===== src/rtl/serial_adder_pkg.sv =====
// serial_adder_pkg: shared types and helpers for the bit-serial adder.
//   sa_state_t   - control FSM state encoding (IDLE, SHIFT, DONE)
//   cnt_width()  - bit width of the per-operation bit counter
package serial_adder_pkg;

    typedef enum logic [1:0] {
        IDLE  = 2'd0,
        SHIFT = 2'd1,
        DONE  = 2'd2
    } sa_state_t;

    // Counter only has to reach WIDTH-1, so $clog2(WIDTH) bits suffice.
    // Clamped to 1 so a degenerate width never yields a zero-width vector.
    function automatic int unsigned cnt_width(input int unsigned width);
        return (width < 2) ? 1 : $clog2(width);
    endfunction

endpackage


===== src/rtl/serial_adder_full_adder.sv =====
// full_adder: single-bit combinational full-adder cell.
//   a, b  in  operand bits
//   cin   in  carry in
//   s     out sum bit      = a ^ b ^ cin
//   cout  out carry out    = (a & b) | (cin & (a ^ b))
module full_adder (
    input  logic a,
    input  logic b,
    input  logic cin,
    output logic s,
    output logic cout
);

    logic p;

    // Propagate term is shared between sum and carry.
    assign p    = a ^ b;
    assign s    = p ^ cin;
    assign cout = (a & b) | (cin & p);

endmodule


===== src/rtl/serial_adder.sv =====
// serial_adder: bit-serial WIDTH-bit unsigned adder.
// Operands are accepted on an in_valid/in_ready handshake, added LSB-first
// one bit per clock through a single full-adder cell and a carry flop, and
// the result is offered on an out_valid/out_ready handshake.
//   clk        in   clock, all state updates on the rising edge
//   rst_n      in   synchronous active-low reset
//   in_valid   in   a, b, cin valid
//   in_ready   out  block can accept operands (IDLE)
//   a, b       in   WIDTH-bit operands
//   cin        in   carry in
//   out_valid  out  sum/cout valid (DONE)
//   out_ready  in   consumer accepts the result
//   sum        out  (a + b + cin) mod 2^WIDTH
//   cout       out  bit WIDTH of a + b + cin
//   busy       out  operation in flight (SHIFT or DONE)
module serial_adder #(
    parameter int unsigned WIDTH = 8
) (
    input  logic             clk,
    input  logic             rst_n,
    input  logic             in_valid,
    output logic             in_ready,
    input  logic [WIDTH-1:0] a,
    input  logic [WIDTH-1:0] b,
    input  logic             cin,
    output logic             out_valid,
    input  logic             out_ready,
    output logic [WIDTH-1:0] sum,
    output logic             cout,
    output logic             busy
);

    import serial_adder_pkg::*;

    localparam int unsigned CW = cnt_width(WIDTH);

    sa_state_t        state;
    sa_state_t        state_next;

    logic [WIDTH-1:0] a_sr;
    logic [WIDTH-1:0] b_sr;
    logic [WIDTH-1:0] sum_sr;
    logic             carry_q;
    logic [CW-1:0]    cnt;
    logic             last_bit;

    logic             fa_s;
    logic             fa_c;

    assign last_bit = (cnt == CW'(WIDTH - 1));

    full_adder u_fa (
        .a    (a_sr[0]),
        .b    (b_sr[0]),
        .cin  (carry_q),
        .s    (fa_s),
        .cout (fa_c)
    );

    // ------------------------------------------------------------------
    // FSM: state register
    // ------------------------------------------------------------------
    always_ff @(posedge clk) begin
        if (!rst_n) begin
            state <= IDLE;
        end else begin
            state <= state_next;
        end
    end

    // ------------------------------------------------------------------
    // FSM: next-state logic
    // ------------------------------------------------------------------
    always_comb begin
        state_next = state;
        case (state)
            IDLE: begin
                if (in_valid) begin
                    state_next = SHIFT;
                end
            end
            SHIFT: begin
                if (last_bit) begin
                    state_next = DONE;
                end
            end
            DONE: begin
                if (out_ready) begin
                    state_next = IDLE;
                end
            end
            default: begin
                state_next = IDLE;
            end
        endcase
    end

    // ------------------------------------------------------------------
    // FSM: outputs, decoded from the state register only
    // ------------------------------------------------------------------
    always_comb begin
        in_ready  = 1'b0;
        out_valid = 1'b0;
        busy      = 1'b0;
        case (state)
            IDLE:    in_ready  = 1'b1;
            SHIFT:   busy      = 1'b1;
            DONE: begin
                out_valid = 1'b1;
                busy      = 1'b1;
            end
            default: in_ready  = 1'b0;
        endcase
    end

    // ------------------------------------------------------------------
    // Datapath: operand shift registers, carry flop, sum shift register
    // ------------------------------------------------------------------
    always_ff @(posedge clk) begin
        if (!rst_n) begin
            a_sr    <= '0;
            b_sr    <= '0;
            sum_sr  <= '0;
            carry_q <= 1'b0;
            cnt     <= '0;
        end else begin
            case (state)
                IDLE: begin
                    if (in_valid) begin
                        a_sr    <= a;
                        b_sr    <= b;
                        carry_q <= cin;
                        sum_sr  <= '0;
                        cnt     <= '0;
                    end
                end
                SHIFT: begin
                    // Sum bits enter at the MSB so after WIDTH shifts bit 0
                    // of the result has reached position 0.
                    sum_sr  <= {fa_s, sum_sr[WIDTH-1:1]};
                    a_sr    <= a_sr >> 1;
                    b_sr    <= b_sr >> 1;
                    carry_q <= fa_c;
                    // Hold at WIDTH-1 rather than wrapping when WIDTH is a
                    // power of two.
                    if (!last_bit) begin
                        cnt <= cnt + CW'(1);
                    end
                end
                default: begin
                    // DONE: result registers hold until the handshake.
                end
            endcase
        end
    end

    assign sum  = sum_sr;
    assign cout = carry_q;

endmodule


===== config.mk =====
export PLATFORM = sky130hd
export DESIGN_NAME = serial_adder
export DESIGN_NICKNAME = d
export VERILOG_FILES = /design/src/rtl/serial_adder_pkg.sv /design/src/rtl/serial_adder_full_adder.sv /design/src/rtl/serial_adder.sv
export SDC_FILE = /design/constraint.sdc
export NUM_CORES = 1
export LEC_CHECK = 0
export CAP_MARGIN = 10
export CELL_PAD_IN_SITES_DETAIL_PLACEMENT = 1
export CELL_PAD_IN_SITES_GLOBAL_PLACEMENT = 2
export CORE_MARGIN = 10
export CORE_UTILIZATION = 31
export DETAILED_ROUTE_END_ITERATION = 8
export PLACE_DENSITY = 0.77
export SLEW_MARGIN = 20
export SYNTH_ARGS = -nofsm -noshare
export SYNTH_HDL_FRONTEND = slang
export SYNTH_HIERARCHICAL = 1
export SYNTH_SLANG_ARGS = --single-unit
export TNS_END_PERCENT = 50

===== constraint.sdc =====
create_clock -name clk -period 2.1 [get_ports clk]
set_clock_uncertainty 0.15 [all_clocks]
set_input_delay 0.525 -clock clk [delete_from_list [all_inputs] [get_ports clk]]
set_output_delay 0.525 -clock clk [all_outputs]
set_load 0.05 [all_outputs]

Figure 1. Placement by cell class (run 1).
Scale bar: 20 µm. Fill, decap, tap and diode cells in gray.
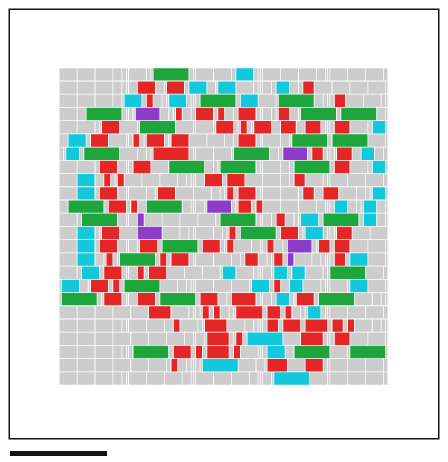
- green: flip-flops (cells 30)
- cyan: other buffers and delay cells (cells 38)
- purple: clock drivers and dummy loads (cells 7)
- red: all other logic (cells 96)

Figure 2. Metal 1 (run 1).
Supply wires on this layer in gray.
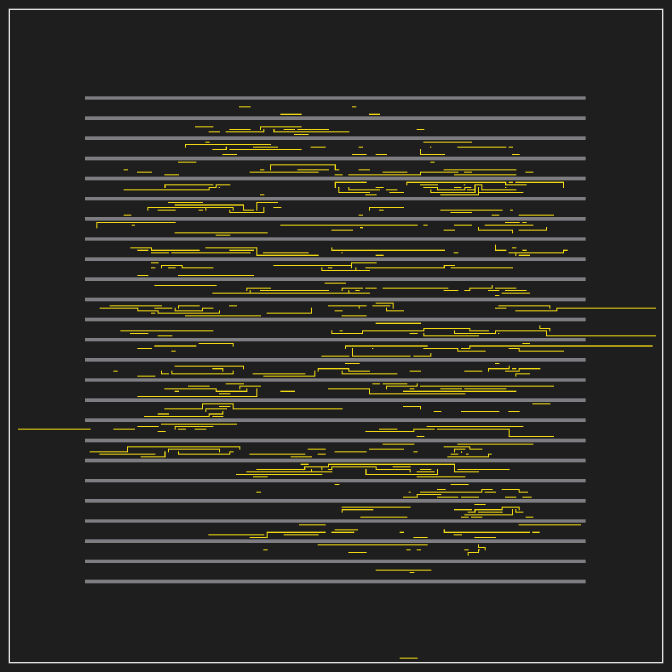
- longest straight run: 24.6 µm
- wire length on this layer: 1570 µm

Figure 3. Wire density map (run 1).
The die is cut into 18 by 18 equal tiles; black is low, pale yellow is high, scaled to the fullest tile. Values are wire area over tile area, all layers added.
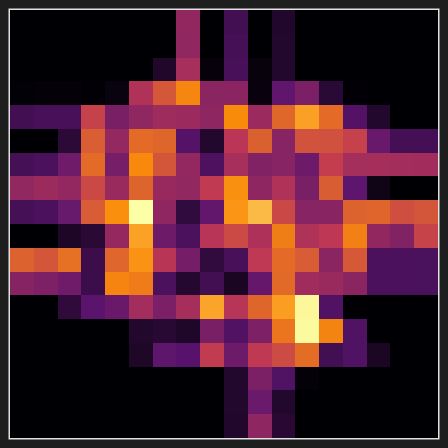
- fullest tile: 0.30
- mean over tiles: 0.071
- tiles over half the peak: 19%
- emptiest ninth of the die: lower left
- nearly empty tiles: 39%
via count: 1109
WL/cell: 15.2 µm
aggregate global-route resource usage: 9.26%
final routed wirelength across all metal layers: 3380 µm

==> results.txt, run 1 <==
Outcome: finished, final reports clean
Critical R2R Launch: state[1]$_SDFFE_PN0P_
Hold path endpoint: a_sr[7]$_SDFFE_PN0P_
Commonest non-fill, non-tap cell in the layout: dfxtp_1
Power per cell area: 1230 mW/mm²
CTS tree: yes
Post-synthesis register bit count: 30
Pins Over Slew Limit: 0
Data required time of the worst path: 1420 ps
Top logic family: AND-OR/OR-AND gates
Post-synthesis sequential area ratio: 41.8%
Worst hold path stage count: 2
CP max-delay cell: dfxtp_1
Area figure in the yosys stat output: 0.00144 mm²
Number of routed nets with antenna violations: 0
Total of warnings raised by yosys: 6
Simple-gate area share of the yosys netlist: 11.5%
P_sw: 0.871 mW
Number of antenna violations at the first check in global routing: 0
Internal Power: 1.43 mW
Clock share of power: 18.5%
Commonest non-fill, non-tap cells in the layout: dfxtp_1 (30), nand2_1 (22), clkdlybuf4s50_1 (20)
I/O Pins: 33
Critical-path maximum fanout: 6
Leakage power figure: 0.871 nW
Share of total power in combinational logic: 46.5%
Detailed placement HPWL: 2510 µm
Floorplan core density: 32.5%
IO buf count: 32
Part of the total power dissipated in sequential elements: 35.0%
Share of the clock period used by the worst path after layout: 92.6%
Clock Path Buffers: 2
Setup repair after global routing missed its margin: false
Horizontal extent of the die: 88.0 µm
Launching instance or port of the critical path: state[0]$_SDFFE_PN0P_
Endpoint kind of the worst setup timing path: output port
Distinct cell type count of the synthesized netlist: 25
RR Endpoint: b_sr[3]$_SDFFE_PN0P_
DRC violations left: 0
Area added between synthesis and finish: 30.7%
Logic depth of the worst register-to-register path: 4
H-tree Lvls: 2
Clock period minus final worst setup slack: 1950 ps
Final core area utilization: 42.5%
Max VDD drop: 0.459 mV
Num CTS Buffers: 5
Number of standard cells reported by yosys: 136
Start point of the worst hold path: a_sr[7]$_SDFFE_PN0P_
Max capacitance violation total: 0
Logic power comb: 1.07 mW
Number of sinks handled by clock tree synthesis: 30
Routability congestion estimate from global placement: 0.744
Switching Fraction: 37.9%
Parity-gate share of the synthesized area counting xor and xnor cells: 0%
CTS resizes: 0
Critical Path Source Type: flip-flop
Total inserted antenna cells: 0
Transition time at the pin with the least slew margin: 344 ps
End point of the critical path: in_ready
Summed negative setup slack over all endpoints: 0 ps
Power consumed by the clock network: 0.425 mW
CORE AREA: 0.00441 mm²
Largest net degree at the start of global routing: 33
## run 1: cell type report
| type | count | area [µm²] | share of cell area [%] |
|---|---|---|---|
| multi-input combinational | 91 | 742 | 39.6 |
| sequential | 30 | 601 | 32.0 |
| timing repair buffer | 38 | 373 | 19.9 |
| clock buffer | 7 | 76.3 | 4.07 |
| tap | 52 | 65.1 | 3.47 |
| inverter | 5 | 18.8 | 1.00 |
## run 1: worst max-delay path, delay by kind of cell, from the launching register on
kind | cells | cell delay, ps
buf+inv | 2 | 280
flops | 1 | 390
fa+ha+maj | 1 | 320
## run 1: metal layers
metal | part of all wire (%) | track usage (%)
met5 | 0 | 0
met4 | 1.8 | 3.85
met3 | 8.5 | 4.55
met2 | 43 | 13.4
met1 | 47 | 11.5
## run 1: state kept, by name, summed over array words and instances (netlist names)
signal  flops
sum         8
b_sr        8
cout        1
cnt         3
a_sr        8
state       2
## run 1: synthesized netlist by cell type, types with 2 or more instances
master | n | area [µm²]
buf_6 | 4 | 45.0
nand3_1 | 2 | 10.0
a21boi_1 | 2 | 15.0
o211a_1 | 15 | 150
nor2b_1 | 8 | 50.1
dfxtp_1 | 30 | 601
a32oi_1 | 8 | 70.1
inv_1 | 4 | 15.0
buf_2 | 2 | 10.0
a32o_1 | 2 | 20.0
clkbuf_1 | 3 | 11.3
mux2i_1 | 17 | 170
ha_1 | 6 | 75.1
nand2_1 | 22 | 82.6
## run 1: per-stage QoR
step	setup WS (ps)	hold WS, ps	cell area [µm²]	cells
CTS	133	311	1880	223
finish	155	307	1880	223
global route	87.6	334	1880	223
floorplan	152	280	1440	136
global placement	191	288	1800	216
detailed placement	150	300	1800	216
==> run 1 -> run 2 <==
CTS_CLUSTER_DIAMETER = 30   (was default)
Figure 4. Wire density map (run 2).
The die is cut into 18 by 18 equal tiles; black is low, pale yellow is high, scaled to the fullest tile. Values are wire area over tile area, all layers added.
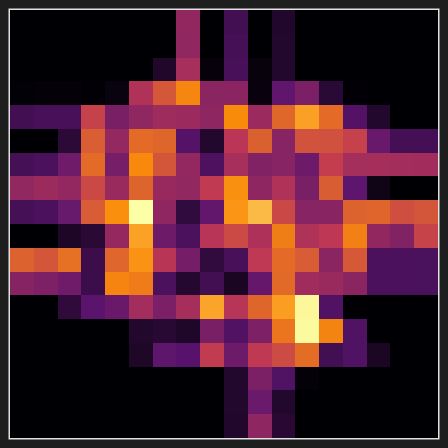
- tiles over half the peak: 19%
- fullest tile: 0.30
- emptiest ninth of the die: lower left
- nearly empty tiles: 39%
- mean over tiles: 0.071

==> run 2 against run 1 <==
Compared with the run above: synthesized cell count unchanged; fmax unchanged; sequential power about the same; final area unchanged; sequential share of layout area unchanged; synthesized area unchanged; combinational power about the same; power unchanged; clock power about the same; register-to-register slack about the same; via count unchanged; critical path depth unchanged; critical path type unchanged; critical endpoint unchanged; largest cell class unchanged.
==> results.txt, run 2 <==
Outcome: finished, final reports clean (unchanged)
Transition time at the pin with the least slew margin: 344 ps (unchanged)
Final design instance area without fill: 0.00188 mm² (unchanged)
Routability congestion estimate from global placement: 0.744 (unchanged)
First-pass GRT wire length: 5750 µm (unchanged)
Number of routed nets with antenna violations: 0 (unchanged)
Max VDD drop: 0.459 mV (unchanged)
Count of buffer and inverter cells on the critical path: 2 (unchanged)
Placement-stage cell area: 0.00180 mm² (unchanged)
Combinational Area: 742 µm² (unchanged)
Storage element area: 601 µm² (unchanged)
Switching Fraction: 37.9% (unchanged)
Largest type area fraction: 41.8% (unchanged)
Number of sinks handled by clock tree synthesis: 30 (unchanged)
Endpoint kind of the worst setup timing path: output port (unchanged)
Met2 Track Usage GR: 13.4% (unchanged)
Leakage power figure: 0.871 nW (unchanged)
Power after layout: 2.30 mW (unchanged)
I/O Pins: 33 (unchanged)
Share of total power in combinational logic: 46.5% (about the same)
Post-synthesis register bit count: 30 (unchanged)
Clock period minus final worst setup slack: 1950 ps (unchanged)
Logic power comb: 1.07 mW (about the same)
Top cells by instance count after synthesis: dfxtp_1 (30), nand2_1 (22), mux2i_1 (17) (unchanged)
Clock Path Buffers: 2 (unchanged)
Pins Over Slew Limit: 0 (unchanged)
Top pwr grp: combinational logic (unchanged)
Critical-path maximum fanout: 6 (unchanged)
Critical Path Source Type: flip-flop (unchanged)
Via count: 1109 (unchanged)
Setup repair after global routing missed its margin: false (unchanged)
Largest net degree at the start of global routing: 33 (unchanged)
Power per cell area: 1230 mW/mm² (unchanged)
Met1 Resource Use GR: 11.5% (unchanged)
Register-to-register path setup slack: 300 ps (about the same)
IO buf count: 32 (unchanged)
Area added between synthesis and finish: 30.7% (unchanged)
Floorplan core density: 32.5% (unchanged)
Number of standard cells reported by yosys: 136 (unchanged)
Library cell with the largest summed area after synthesis: dfxtp_1 (unchanged)
Die Height: 88.0 µm (unchanged)
Cell count after synthesis: 136 (unchanged)
Commonest non-fill, non-tap cells in the layout: dfxtp_1 (30), nand2_1 (22), clkdlybuf4s50_1 (20) (unchanged)
Number of warnings in the stage logs: 29 (unchanged)
Summed negative setup slack over all endpoints: 0 ps (unchanged)
Number of enable flip-flop cells: 0 (unchanged)
Cell at the root of the clock tree: clkbuf_8 (unchanged)
Num CTS Buffers: 5 (unchanged)
Power attributed to sequential cells: 0.805 mW (about the same)
Detailed placement HPWL: 2510 µm (unchanged)
P_sw: 0.871 mW (unchanged)
Post-synthesis sequential area ratio: 41.8% (unchanged)
H-tree Lvls: 2 (unchanged)
Share of the clock period used by the worst path after layout: 92.6% (unchanged)
GRT busiest layer: met2 (unchanged)
Max capacitance violation total: 0 (unchanged)
WL/cell: 15.2 µm (unchanged)
Worst endpoint data arrival time: 1270 ps (about the same)
Total of warnings raised by yosys: 6 (unchanged)
Parity-gate share of the synthesized area counting xor and xnor cells: 0% (unchanged)
Distinct cell type count of the synthesized netlist: 25 (unchanged)
CTS resizes: 0 (unchanged)
Horizontal extent of the die: 88.0 µm (unchanged)
Power consumed by the clock network: 0.425 mW (about the same)
Endpoints failing hold: 0 (unchanged)
Final core area utilization: 42.5% (unchanged)
Total inserted antenna cells: 0 (unchanged)
Data required time of the worst path: 1420 ps (about the same)
Final routed wirelength across all metal layers: 3380 µm (unchanged)
Area figure in the yosys stat output: 0.00144 mm² (unchanged)
Top logic family: AND-OR/OR-AND gates (unchanged)
Part of the total power dissipated in sequential elements: 35.0% (about the same)
Number of antenna violations at the first check in global routing: 0 (unchanged)
Most common cell in the netlist: dfxtp_1 (unchanged)
CTS tree: yes (unchanged)
Worst path top cell family by delay: flip-flops (unchanged)
DRC violations left: 0 (unchanged)
CORE AREA: 0.00441 mm² (unchanged)
Clock share of power: 18.5% (about the same)
Met3 routing resource usage after global routing: 4.55% (unchanged)
Hold_ws: 307 ps (unchanged)
Die ar.: 0.00775 mm² (unchanged)
Post-synthesis compound-gate area fraction: 19.7% (unchanged)
Aggregate global-route resource usage: 9.26% (unchanged)
Internal Power: 1.43 mW (unchanged)
CP max-delay cell: dfxtp_1 (unchanged)
Commonest non-fill, non-tap cell in the layout: dfxtp_1 (unchanged)
Largest cells by area after synthesis: dfxtp_1 (42%), mux2i_1 (12%), o211a_1 (10%) (unchanged)
Simple-gate area share of the yosys netlist: 11.5% (unchanged)
run 2: cell counts in the layout (fill, tap and decap cells not counted):
No cell type changed its count.
run 2: through the flow:
| step | worst slack [ps] | std cells |
|---|---|---|
| 2_1_floorplan | 152 | 136 |
| 3_3_place_gp | 191 | 216 |
| 3_5_place_dp | 150 | 216 |
| 4_1_cts | 133 | 223 |
| 5_1_grt | 87.6 | 223 |
| 6_report | 155 | 223 |
run 2: final timing paths:
path                         start                    to  depth (start not counted)
max reg2reg  state[1]$_SDFFE_PN0P_  b_sr[3]$_SDFFE_PN0P_                          4
max          state[0]$_SDFFE_PN0P_              in_ready                          3
min           a_sr[7]$_SDFFE_PN0P_  a_sr[7]$_SDFFE_PN0P_                          2
min reg2reg   a_sr[7]$_SDFFE_PN0P_  a_sr[7]$_SDFFE_PN0P_                          2
run 2: cells by family (layout without fill, tap and decap cells):
family / Yosys count / in the layout
AND/OR/NAND/NOR: 35 / 35
AND-OR/OR-AND: 30 / 30
flip-flops: 30 / 30
multiplexers: 19 / 19
buffers and inverters: 15 / 50
adder cells (fa/ha/maj): 7 / 7
run 2: tightest hold or removal path, delay by kind of cell (launching register included):
family | cells | cell delay (ps)
AND-OR/OR-AND | 1 | 50
AND/OR/NAND/NOR | 1 | 50
flip-flops | 1 | 310
run 2: final cells by class:
cell class,count,share of cell area [%]
repair buffers,38,19.9
multi-input cells,91,39.6
clock buffers,7,4.07
inverters,5,1.00
flip-flops and latches,30,32.0
well taps,52,3.47
run 2: layer usage:
metal	wire length, µm	part of all wire, %	vias to the layer above
met5	0	0	-
met4	60	1.8	0
met3	287	8.5	7
met2	1460	43	27
met1	1570	47	514
li1	-	-	561
==> run 2 -> run 3 <==
GPL_TIMING_DRIVEN = 1   (was default)
Figure 5. Metal 1 (run 3).
Supply wires on this layer in gray.
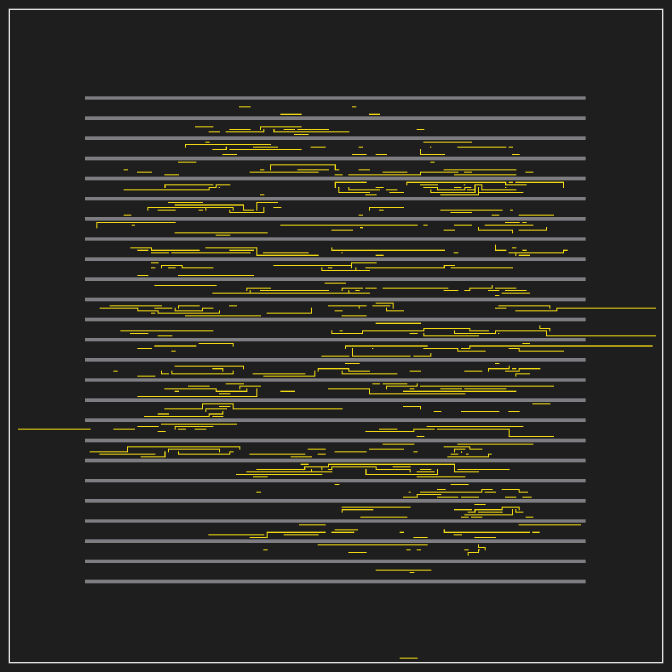
- longest straight run: 24.6 µm
- share of all routed wire: 47%
- nets with wire on the layer: 169
met1 Resource Use GR: 11.5%

==> run 3 against run 2 <==
Compared with the run above: setup slack unchanged; utilization did not move; routed wire length stayed put; via count did not move; flip-flop count unchanged; sequential power barely moved; combinational power about the same; power unchanged; sequential share of layout area stayed put; clock power about the same; hold slack is the same; critical path type unchanged; critical endpoint unchanged.
==> results.txt, run 3 <==
Via count: 1109 (unchanged)
Area added between synthesis and finish: 30.7% (unchanged)
Die ar.: 0.00775 mm² (unchanged)
Final design instance area without fill: 0.00188 mm² (unchanged)
Commonest non-fill, non-tap cell in the layout: dfxtp_1 (unchanged)
Clock period minus final worst setup slack: 1950 ps (unchanged)
Routability congestion estimate from global placement: 0.744 (unchanged)
Critical Path Source Type: flip-flop (unchanged)
Leakage power figure: 0.871 nW (unchanged)
I/O Pins: 33 (unchanged)
Worst endpoint data arrival time: 1270 ps (about the same)
Endpoints failing hold: 0 (unchanged)
Clock Path Buffers: 2 (unchanged)
Endpoint kind of the worst setup timing path: output port (unchanged)
Total of warnings raised by yosys: 6 (unchanged)
Number of enable flip-flop cells: 0 (unchanged)
Power after layout: 2.30 mW (unchanged)
Number of standard cells reported by yosys: 136 (unchanged)
Largest cells by area after synthesis: dfxtp_1 (42%), mux2i_1 (12%), o211a_1 (10%) (unchanged)
Library cell with the largest summed area after synthesis: dfxtp_1 (unchanged)
Largest net degree at the start of global routing: 33 (unchanged)
Asr flop ratio synth: 0% (unchanged)
Final core area utilization: 42.5% (unchanged)
Placement-stage cell area: 0.00180 mm² (unchanged)
Summed negative setup slack over all endpoints: 0 ps (unchanged)
Commonest non-fill, non-tap cells in the layout: dfxtp_1 (30), nand2_1 (22), clkdlybuf4s50_1 (20) (unchanged)
Transition time at the pin with the least slew margin: 344 ps (unchanged)
Outcome: finished, final reports clean (unchanged)
WL/cell: 15.2 µm (unchanged)
Post-Layout Cell Count: 223 (unchanged)
Total inserted antenna cells: 0 (unchanged)
Data required time of the worst path: 1420 ps (about the same)
Number of antenna violations at the first check in global routing: 0 (unchanged)
Logic depth of the worst register-to-register path: 4 (unchanged)
Horizontal extent of the die: 88.0 µm (unchanged)
First-pass GRT wire length: 5750 µm (unchanged)
Number of warnings in the stage logs: 29 (unchanged)
Setup repair after global routing missed its margin: false (unchanged)
Number of sinks handled by clock tree synthesis: 30 (unchanged)
Max capacitance violation total: 0 (unchanged)
Floorplan core density: 32.5% (unchanged)
Cell count after synthesis: 136 (unchanged)
DRC violations left: 0 (unchanged)
Worst Setup Slack, final: 155 ps (unchanged)
Power per cell area: 1230 mW/mm² (unchanged)
Share of the clock period used by the worst path after layout: 92.6% (unchanged)
CTS resizes: 0 (unchanged)
CORE AREA: 0.00441 mm² (unchanged)
Area figure in the yosys stat output: 0.00144 mm² (unchanged)
Worst hold path stage count: 2 (unchanged)
Detailed placement HPWL: 2510 µm (unchanged)
IO buf count: 32 (unchanged)
Final routed wirelength across all metal layers: 3380 µm (unchanged)
CTS tree: yes (unchanged)
Top cells by instance count after synthesis: dfxtp_1 (30), nand2_1 (22), mux2i_1 (17) (unchanged)
## run 3: cell counts in the layout (fill, tap and decap cells not counted)
Identical to the previous run, type by type.
## run 3: cell type report
class / instances / area [µm²] / share of cell area (%)
Inverter: 5 / 18.8 / 1.00
Tap cell: 52 / 65.1 / 3.47
Multi-Input combinational cell: 91 / 742 / 39.6
Sequential cell: 30 / 601 / 32.0
Timing Repair Buffer: 38 / 373 / 19.9
Clock buffer: 7 / 76.3 / 4.07
## run 3: power by group
part / internal (mW) / total (mW) / leakage [nW] / switching [mW]
combinational: 0.487 / 1.07 / 0.587 / 0.583
sequential: 0.715 / 0.805 / 0.246 / 0.0905
clock: 0.227 / 0.425 / 0.0383 / 0.198
## run 3: metal layers
layer / up-vias / global-route usage [%] / part of all wire (%)
met5: - / 0 / 0
met4: 0 / 3.85 / 1.8
met3: 7 / 4.55 / 8.5
met2: 27 / 13.4 / 43
met1: 514 / 11.5 / 47
li1: 561 / - / -
## run 3: cell families (layout without fill, tap and decap cells)
logic type                 count (synthesis)  in the layout  synth area share [%]
AOI/OAI and AO/OA                         30             30                  19.7
adders and majority gates                  7              7                  6.63
buffers and inverters                     15             50                  6.45
DFF                                       30             30                  41.8
muxes                                     19             19                  13.9
and+or+nand+nor                           35             35                  11.5
## run 3: final timing paths
kind	startpoint	to
setup / recovery	state[0]$_SDFFE_PN0P_	in_ready
hold / removal	a_sr[7]$_SDFFE_PN0P_	a_sr[7]$_SDFFE_PN0P_
setup reg to reg	state[1]$_SDFFE_PN0P_	b_sr[3]$_SDFFE_PN0P_
hold reg to reg	a_sr[7]$_SDFFE_PN0P_	a_sr[7]$_SDFFE_PN0P_
## run 3: critical path, cell delays in order (launching register included)
cell and delay [ps]:
dfxtp_1 390, inv_1 80, ha_1 320, buf_12 200
No activity file was given, so power comes from the tool's default toggle rates.
